==> config.mk <==
export PLATFORM = sky130hd
export DESIGN_NAME = mu0_control
export DESIGN_NICKNAME = d
export VERILOG_FILES = /design/src/rtl/mu0_control.sv
export SDC_FILE = /design/constraint.sdc
export NUM_CORES = 1
export LEC_CHECK = 0
export CAP_MARGIN = 20
export CORE_ASPECT_RATIO = 1.4
export CORE_UTILIZATION = 44
export DETAILED_ROUTE_END_ITERATION = 16
export PLACE_DENSITY = 0.76
export SKIP_CTS_REPAIR_TIMING = 1
export SLEW_MARGIN = 30
export SYNTH_ARGS = -nofsm -noshare
export SYNTH_HDL_FRONTEND = slang
export SYNTH_SLANG_ARGS = --single-unit
==> constraint.sdc <==
create_clock -name Clk -period 2.3 [get_ports Clk]
set_input_delay 0.23 -clock Clk [delete_from_list [all_inputs] [get_ports Clk]]
set_output_delay 0.23 -clock Clk [all_outputs]
set_load 0.02 [all_outputs]
==> src/rtl/mu0_control.sv <==
// MU0 control unit: FETCH/EXEC/HALT sequencer driving datapath enables, selects and memory strobes.
// Optional single-step gating of instruction fetch via `define MU0_CTRL_SINGLE_STEP_EN (adds input Step).
module mu0_control #(
   parameter int CNT_W = 16
) (
   input  logic             Clk,
   input  logic             Reset,
   input  logic [3:0]       F,
   input  logic             N,
   input  logic             Z,
`ifdef MU0_CTRL_SINGLE_STEP_EN
   input  logic             Step,
`endif
   output logic             X_sel,
   output logic             Y_sel,
   output logic             Addr_sel,
   output logic [1:0]       ALU_FS,
   output logic             PC_En,
   output logic             IR_En,
   output logic             Acc_En,
   output logic             MEM_rEn,
   output logic             MEM_wEn,
   output logic             Halted,
   output logic [CNT_W-1:0] Instr_count
);

   typedef enum logic [1:0] {
      FETCH = 2'd0,
      EXEC  = 2'd1,
      HALT  = 2'd2
   } state_t;

   localparam logic [CNT_W-1:0] CNT_MAX = {CNT_W{1'b1}};

   state_t           state_r;
   state_t           state_s;
   logic             fetch_go_s;
   logic [CNT_W-1:0] count_r;

`ifdef MU0_CTRL_SINGLE_STEP_EN
   assign fetch_go_s = Step;
`else
   assign fetch_go_s = 1'b1;
`endif

   // State register; reset always lands in FETCH.
   always_ff @(posedge Clk) begin
      if (Reset) begin
         state_r <= FETCH;
      end else begin
         state_r <= state_s;
      end
   end

   // Completed-instruction counter: bumps on every exit from EXEC, sticks at all-ones.
   always_ff @(posedge Clk) begin
      if (Reset) begin
         count_r <= {CNT_W{1'b0}};
      end else if ((state_r == EXEC) && (count_r != CNT_MAX)) begin
         count_r <= count_r + CNT_W'(1);
      end else begin
         count_r <= count_r;
      end
   end

   assign Instr_count = count_r;

   // Next-state and datapath control decode.
   always_comb begin
      state_s  = state_r;
      X_sel    = 1'b0;
      Y_sel    = 1'b0;
      Addr_sel = 1'b0;
      ALU_FS   = 2'b00;
      PC_En    = 1'b0;
      IR_En    = 1'b0;
      Acc_En   = 1'b0;
      MEM_rEn  = 1'b0;
      MEM_wEn  = 1'b0;
      Halted   = 1'b0;
      if (Reset) begin
         // Abort whatever is in flight: nothing may be written this cycle.
         state_s = FETCH;
      end else begin
         case (state_r)
            FETCH: begin
               if (fetch_go_s) begin
                  Addr_sel = 1'b0;
                  MEM_rEn  = 1'b1;
                  IR_En    = 1'b1;
                  X_sel    = 1'b1;
                  ALU_FS   = 2'b10;
                  PC_En    = 1'b1;
                  state_s  = EXEC;
               end else begin
                  state_s = FETCH;
               end
            end
            EXEC: begin
               state_s = FETCH;
               case (F)
                  4'h0: begin
                     Addr_sel = 1'b1;
                     MEM_rEn  = 1'b1;
                     ALU_FS   = 2'b00;
                     Acc_En   = 1'b1;
                  end
                  4'h1: begin
                     Addr_sel = 1'b1;
                     MEM_wEn  = 1'b1;
                  end
                  4'h2: begin
                     Addr_sel = 1'b1;
                     MEM_rEn  = 1'b1;
                     ALU_FS   = 2'b01;
                     Acc_En   = 1'b1;
                  end
                  4'h3: begin
                     Addr_sel = 1'b1;
                     MEM_rEn  = 1'b1;
                     ALU_FS   = 2'b11;
                     Acc_En   = 1'b1;
                  end
                  4'h4: begin
                     Y_sel = 1'b1;
                     PC_En = 1'b1;
                  end
                  4'h5: begin
                     if (!N) begin
                        Y_sel = 1'b1;
                        PC_En = 1'b1;
                     end else begin
                        PC_En = 1'b0;
                     end
                  end
                  4'h6: begin
                     if (!Z) begin
                        Y_sel = 1'b1;
                        PC_En = 1'b1;
                     end else begin
                        PC_En = 1'b0;
                     end
                  end
                  4'h7: begin
                     state_s = HALT;
                  end
                  default: begin
                     state_s = FETCH;
                  end
               endcase
            end
            HALT: begin
               Halted  = 1'b1;
               state_s = HALT;
            end
            default: begin
               state_s = FETCH;
            end
         endcase
      end
   end

endmodule

==> run notes <==
fresh numbers from the pnr run: clk sinks=18, Commonest flop=dfxtp_1, Adder Area Share=0.0123, hold_sp=state_r[1]$_SDFF_PP0_, P_leak=0.463 nW, met2 wire len=1.44 mm, Hold Vio Cnt, Final=0, Top Metal Used=met4, RD Place Congestion=0.814, Slew @ Worst Pin=0.411 ns, met1 WL=998 um, Tmin final=2.20 ns, Comb. pwr=0.0916 mW, Antenna Nets Post-Route=0, CP Launch Type=input port, Crit Path Max Fanout=6, count of final setup violators=0, Post-synth regs=18, OpenROAD warning count=26, synthesized area per cell=8.39 um2, Setup crit end kind=output port, Distinct cells, synth=37, vias=1108, GRT overflow=0, crit path DRT=2.07 ns, Worst-path clk slew=0.10 ns, pre-CTS setup slack=0.0925 ns, final instance area=1420 um2, Synth area leaders=dfxtp_1 36%, a21oi_1 8.4%, o31ai_1 6.7%, or4_1 5.9%, nand4_1 3.1%, clk_lat worst skew=0.28 ns, gr busiest metal=met2, Die X-Extent=42.6 um, Starting Density=0.466, overall power=0.568 mW, count leader, synth=dfxtp_1, Pins Over Slew Limit=0, Net Sw Power=0.145 mW, Post-synth top cells=18 x dfxtp_1, 17 x a21oi_1, 9 x o31ai_1, 8 x or4_1, 7 x nor2_1, r2r endpoint=Instr_count[14]$_SDFFE_PP0P_, Routed met3 length=113 um, die y size=58.8 um, slowest stage delay, CP=0.58 ns, yosys xor share=0.00863, area fraction in compound gates=0.201, hold depth=1, reg2reg start=Instr_count[0]$_SDFFE_PP0P_, Seq power=0.323 mW, and+or+nand+nor area frac=0.374, Post-synth EDFFs=0, status=finished, final reports clean, maximum clock frequency=0.454 GHz, CTS H-Tree Depth=1, global-route wire length before repair=4.57 mm, Internal Power=0.423 mW, combinational share of power=0.161, Post-synth mux share=0, main kind of combinational logic by area=simple AND/OR/NAND/NOR gates, met1 Track Usage GR=0.245, Chip Area, Yosys=1010 um2, pin count of the biggest net entering global routing=17, largest power group=registers, Most common cell on crit path=clkdlybuf4s50_1, initial antenna violation count=0, CP Launch Point=F[0], yosys warns=0, Root Buffer=clkbuf_4
-- through the flow --
stage / instances / hold slack, ns
after CTS: 180 / 0.507
after detailed placement: 177 / 0.492
final: 180 / 0.485
after global routing: 180 / 0.519
after floorplan: 121 / 0.382
after global placement: 177 / 0.473
-- state kept, by name (all words and copies together) (netlist names) --
register     count
Instr_count     16
state_r          2
-- cell type report --
type,count,area (um2),area share
timing repair buffer,40,385,0.272
clock buffer,3,22.5,0.0159
sequential,18,363,0.256
inverter,3,11.3,0.00794
multi-input combinational,94,609,0.429
tap,22,27.5,0.0194
-- critical path: cells and delay by family --
family / cells / cell delay [ns]
buffers and inverters: 2 / 1.12
and+or+nand+nor: 1 / 0.26
AOI/OAI and AO/OA: 2 / 0.37
==> images/final_placement.png <==
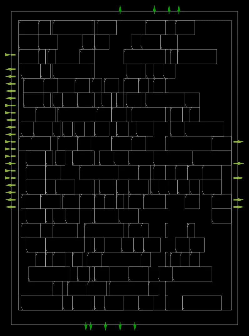
fin util: 0.652
sequential cell area share: 0.256
flop count: 18
Fill cells: 200
row cnt: 20

==> images/port_nets.png <==
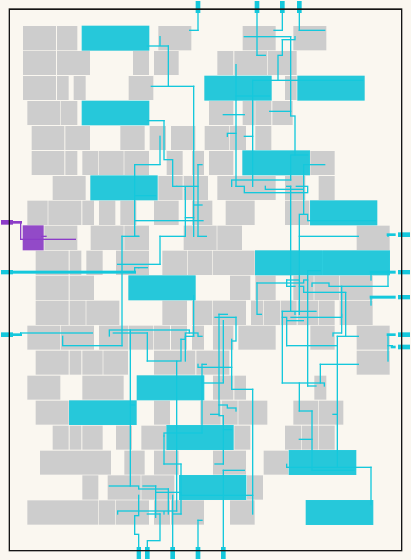
- `PC_En`: purple (bits 1; direction output; edge west; end cells 1; wire 9.00 um)
- `Instr_count`: cyan (bits 16; direction output; edge 5 south, 5 east, 4 north, 2 west; end cells 16; wire 674 um)
IO buf count: 34
I/O pin count: 35

==> images/met3.png <==
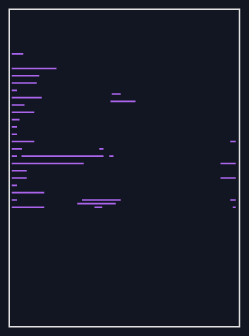
- nets with wire on the layer: 31
- longest straight run: 14.9 um
met3 Use GR: 0.0368
routed wire length: 2.59 mm

==> images/registers.png <==
Other cells in grey.
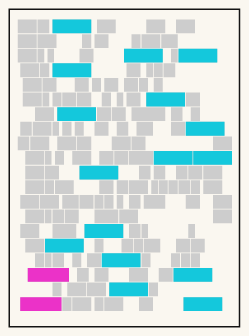
- `Instr_count`: cyan (sequential cells 16)
- `state_r`: magenta (sequential cells 2)

No activity file was given, so power comes from the tool's default toggle rates.
